==> config.mk <==
export PLATFORM = sky130hd
export DESIGN_NAME = iram_loader
export DESIGN_NICKNAME = d
export VERILOG_FILES = /design/src/rtl/iram_loader.sv
export SDC_FILE = /design/constraint.sdc
export NUM_CORES = 1
export LEC_CHECK = 0
export CAP_MARGIN = 20
export CORE_AREA = 2 2 102 74
export CTS_CLUSTER_DIAMETER = 150
export DETAILED_ROUTE_END_ITERATION = 6
export DIE_AREA = 0 0 104 76
export GPL_ROUTABILITY_DRIVEN = 0
export PLACE_DENSITY = 0.78
export SETUP_SLACK_MARGIN = 0.2
export SLEW_MARGIN = 20
export SYNTH_ARGS = -nofsm -noshare
export SYNTH_HDL_FRONTEND = slang
export SYNTH_SLANG_ARGS = --single-unit
==> constraint.sdc <==
create_clock -name sclk -period 3.96 [get_ports sclk]
set_input_delay 0.594 -clock sclk [delete_from_list [all_inputs] [get_ports sclk]]
set_output_delay 0.594 -clock sclk [all_outputs]
set_load 0.01 [all_outputs]
==> src/rtl/iram_loader.sv <==
`default_nettype none
// +------------------------------------------------------------------------+
// | iram_loader: packs a host byte stream into LE words, writes IRAM port B |
// | Optional IRAM_LOAD_CSUM_EN: trailing 32-bit sum check.   Rev 1.0        |
// +------------------------------------------------------------------------+
module iram_loader #(
  parameter int                    ADDR_WIDTH = 12,
  parameter int                    DATA_WIDTH = 32,
  parameter logic [ADDR_WIDTH-1:0] BASE_ADDR  = '0
) (
  input  logic                    sclk,
  input  logic                    rstn,
  input  logic                    load_start,
  input  logic [ADDR_WIDTH:0]     load_len,
  input  logic                    load_abort,
  input  logic                    byte_vld,
  input  logic [7:0]              byte_data,
  output logic                    byte_rdy,
  output logic                    ram_cs,
  output logic [DATA_WIDTH/8-1:0] ram_we,
  output logic [ADDR_WIDTH-1:0]   ram_addr,
  output logic [DATA_WIDTH-1:0]   ram_wdata,
  output logic                    core_hold,
  output logic                    load_busy,
  output logic                    load_done,
  output logic                    load_err
);

  localparam logic [ADDR_WIDTH:0] MAX_LEN = {1'b1, {ADDR_WIDTH{1'b0}}};

  typedef enum logic [2:0] {
    S_IDLE    = 3'd0,
    S_COLLECT = 3'd1,
    S_WRITE   = 3'd2,
`ifdef IRAM_LOAD_CSUM_EN
    S_CSUM    = 3'd3,
`endif
    S_DONE    = 3'd4
  } state_t;

  state_t                state_q, state_d;
  logic [ADDR_WIDTH:0]   len_q, len_d;
  logic [ADDR_WIDTH:0]   word_cnt_q, word_cnt_d;
  logic [1:0]            byte_cnt_q, byte_cnt_d;
  logic [DATA_WIDTH-1:0] word_q, word_d;
  logic                  core_hold_q, core_hold_d;
  logic                  load_busy_q, load_busy_d;
  logic                  load_err_q, load_err_d;
`ifdef IRAM_LOAD_CSUM_EN
  logic [DATA_WIDTH-1:0] csum_q, csum_d;
`endif

  assign core_hold = core_hold_q;
  assign load_busy = load_busy_q;
  assign load_err  = load_err_q;

  always_ff @(posedge sclk or negedge rstn) begin
    if (!rstn) begin
      state_q     <= S_IDLE;
      len_q       <= '0;
      word_cnt_q  <= '0;
      byte_cnt_q  <= '0;
      word_q      <= '0;
      core_hold_q <= 1'b0;
      load_busy_q <= 1'b0;
      load_err_q  <= 1'b0;
`ifdef IRAM_LOAD_CSUM_EN
      csum_q      <= '0;
`endif
    end else begin
      state_q     <= state_d;
      len_q       <= len_d;
      word_cnt_q  <= word_cnt_d;
      byte_cnt_q  <= byte_cnt_d;
      word_q      <= word_d;
      core_hold_q <= core_hold_d;
      load_busy_q <= load_busy_d;
      load_err_q  <= load_err_d;
`ifdef IRAM_LOAD_CSUM_EN
      csum_q      <= csum_d;
`endif
    end
  end

  always_comb begin
    state_d     = state_q;
    len_d       = len_q;
    word_cnt_d  = word_cnt_q;
    byte_cnt_d  = byte_cnt_q;
    word_d      = word_q;
    core_hold_d = core_hold_q;
    load_busy_d = load_busy_q;
    load_err_d  = load_err_q;
`ifdef IRAM_LOAD_CSUM_EN
    csum_d      = csum_q;
`endif
    byte_rdy  = 1'b0;
    ram_cs    = 1'b0;
    ram_we    = '0;
    ram_addr  = '0;
    ram_wdata = '0;
    load_done = 1'b0;

    case (state_q)
      S_IDLE: begin
        if (load_start) begin
          load_err_d = 1'b0;
          if (load_len == '0) begin
            state_d = S_DONE;
          end else if (load_len > MAX_LEN) begin
            load_err_d = 1'b1;
            state_d    = S_DONE;
          end else begin
            len_d       = load_len;
            word_cnt_d  = '0;
            byte_cnt_d  = '0;
            core_hold_d = 1'b1;
            load_busy_d = 1'b1;
`ifdef IRAM_LOAD_CSUM_EN
            csum_d      = '0;
`endif
            state_d     = S_COLLECT;
          end
        end
      end

      // Bytes shift in from the top so the first byte ends up in the LSB lane.
      S_COLLECT: begin
        byte_rdy = 1'b1;
        if (load_abort) begin
          load_err_d = 1'b1;
          state_d    = S_DONE;
        end else if (byte_vld) begin
          word_d     = {byte_data, word_q[DATA_WIDTH-1:8]};
          byte_cnt_d = byte_cnt_q + 2'd1;
          if (byte_cnt_q == 2'd3) state_d = S_WRITE;
        end
      end

      S_WRITE: begin
        ram_cs     = 1'b1;
        ram_we     = '1;
        ram_addr   = BASE_ADDR + word_cnt_q[ADDR_WIDTH-1:0];
        ram_wdata  = word_q;
        word_cnt_d = word_cnt_q + 1'b1;
`ifdef IRAM_LOAD_CSUM_EN
        csum_d     = csum_q + word_q;
`endif
        if (load_abort) begin
          load_err_d = 1'b1;
          state_d    = S_DONE;
        end else if (word_cnt_d == len_q) begin
`ifdef IRAM_LOAD_CSUM_EN
          state_d = S_CSUM;
`else
          state_d = S_DONE;
`endif
        end else begin
          state_d = S_COLLECT;
        end
      end

`ifdef IRAM_LOAD_CSUM_EN
      S_CSUM: begin
        byte_rdy = 1'b1;
        if (load_abort) begin
          load_err_d = 1'b1;
          state_d    = S_DONE;
        end else if (byte_vld) begin
          word_d     = {byte_data, word_q[DATA_WIDTH-1:8]};
          byte_cnt_d = byte_cnt_q + 2'd1;
          if (byte_cnt_q == 2'd3) begin
            if (word_d != csum_q) load_err_d = 1'b1;
            state_d = S_DONE;
          end
        end
      end
`endif

      S_DONE: begin
        load_done   = 1'b1;
        core_hold_d = 1'b0;
        load_busy_d = 1'b0;
        state_d     = S_IDLE;
      end

      default: state_d = S_IDLE;
    endcase
  end

endmodule
`default_nettype wire
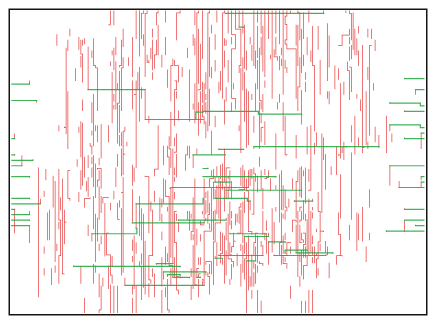
**Above:** signal wires by layer.
Drawn at 4 px/um. Two of the layers only.
[M2] red | wire length: 3510 um
[M3] green | wire length: 520 um
Vias: 2758
overall routing resource usage: 21.03%
DR WL/cell: 16.05 um

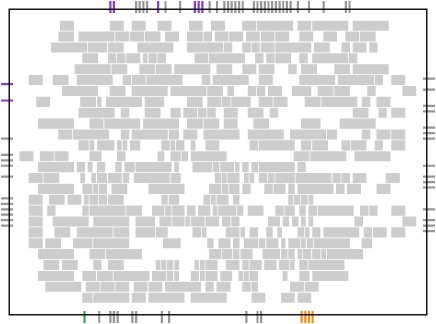
**Above:** pin placement.
Drawn at 4 px/um. Pins as bars across the die edge, other pins in gray.
[byte_data] purple | pins: 8 | direction: input | edge: 6 north, 2 west
[ram_we] orange | pins: 4 | direction: output | edge: south
[rstn] green | pins: 1 | direction: input | edge: south

==> results.ini <==
[outcome]
outcome=completed

[clock_network]
cts_resized=0
cts.sinks=65
cts_buffer_depth=2
clkTransAtPathRegs_ns=0.07
clk_latency_ns=0.34
holdBufCountCts=0
cts_root_buf=clkbuf_8

[global_route]
grt_busiest_layer=met2
grt_max_degree=50
grt_pass1_vias=2599
grt_pass1_wl_um=13190
use_met3_pct=5.047
grt_antenna_before_repair=0
grt_use_met2_pct=30.99
grt_overflow=0

[finish]
buffer_area_share_pct=18.71
largest_reg_flops=32
fin_util_pct=62.82
largestRegisters=word_q (32), len_q (13), word_cnt_q (13)
n_all_inverters=4
final_area_um2=4414
area_dominant_class=logic gates
nClkBuffers=12
num_antenna_cells=0
drive_gt1_share_pct=17.79
nNetsFinal=423
clkCellAreaFrac_pct=3.685
comb_area_share_pct=37.64
area_growth_pct=27.27
top_register=word_q
final_cell_mix=clkdlybuf4s50_1 (78), dfrtp_1 (65), and3_1 (46)
seq_area_share_pct=36.85
logic_gates=231
logic_area_um2=1662
seqCellArea_um2=1627
fillers=595
fin_cells=497

[placed_design]
place_ws_ns=1.232
place_area_um2=4249

[worst_setup_path]
r2r_setup_slack_ns=1.51
cp_cell_sequence=nor2_2, nand2_1, inv_1, buf_4, clkdlybuf4s50_1
cp_top_family=buffers and inverters
r2r_start=word_cnt_q[0]
cp_max_fo=22
rr_worst_depth=6
startpoint=state_q[0]
cp_slowest_cell=clkdlybuf4s50_1
end_kind=output port
worst-path-buf-inv=3
cp_data_arrival_time_ns=2.18
r2r-end=state_q[0]

[power_and_ir_drop]
clkPwrFrac_pct=21.3
power.total_mw=2.240
pg_clk_mw=0.476
pg_seq_mw=1.18
power_frac_seq_pct=52.8
comb_power_mw=0.582
maxPowerGroup=sequential cells

[sta]
skew_ns=0.008207
period_needed_ns=2.776
rsz0062_at_grt=no
holdWs_ns=0.2576
hold_viol=0
max_slew_margin_pct=59.25
worstMarginPinSlew_ns=0.6112
fin_ws_ns=1.184
setup_tns_ns=0
setup_viol=0
fmax_mhz=360.3
finalClockPeriodUsage_pct=70.10

[logic_synthesis]
top_area_cell=dfrtp_1
ys_area_um2=3468
syn_area_um2=3468
ys_seq_share_pct=46.90
async_reset_ff_share_pct=100.0
logic_family=simple AND/OR/NAND/NOR gates
ys_sh_adder_pct=0.7215
synth_nets=357
area_leaders=dfrtp_1 (47%), mux2_2 (15%), and3_1 (8.3%)
yosys_warnings=0
syn_avg_cell_area_um2=10.54
ys_sh_aoi_pct=9.921
ys_cells=329
ys_sh_xor_pct=4.040
edf_count=0
top_cells_by_count=dfrtp_1 (65), and3_1 (46), mux2_2 (45)
mux_share_pct=14.90

[die]
taps=98
core_um2=7027
fp.dieW_um=104
fp_util_pct=49.36
io_pins=80
die_y_um=76

[route]
met1_length_um=3867
wl_met2_um=3505
first_pass_iters=5
drtIter0Drc=166
ant_nets=0
routed.top_layer=met4

[min_path]
hold_class=in2async

[job]
drv_cap=0

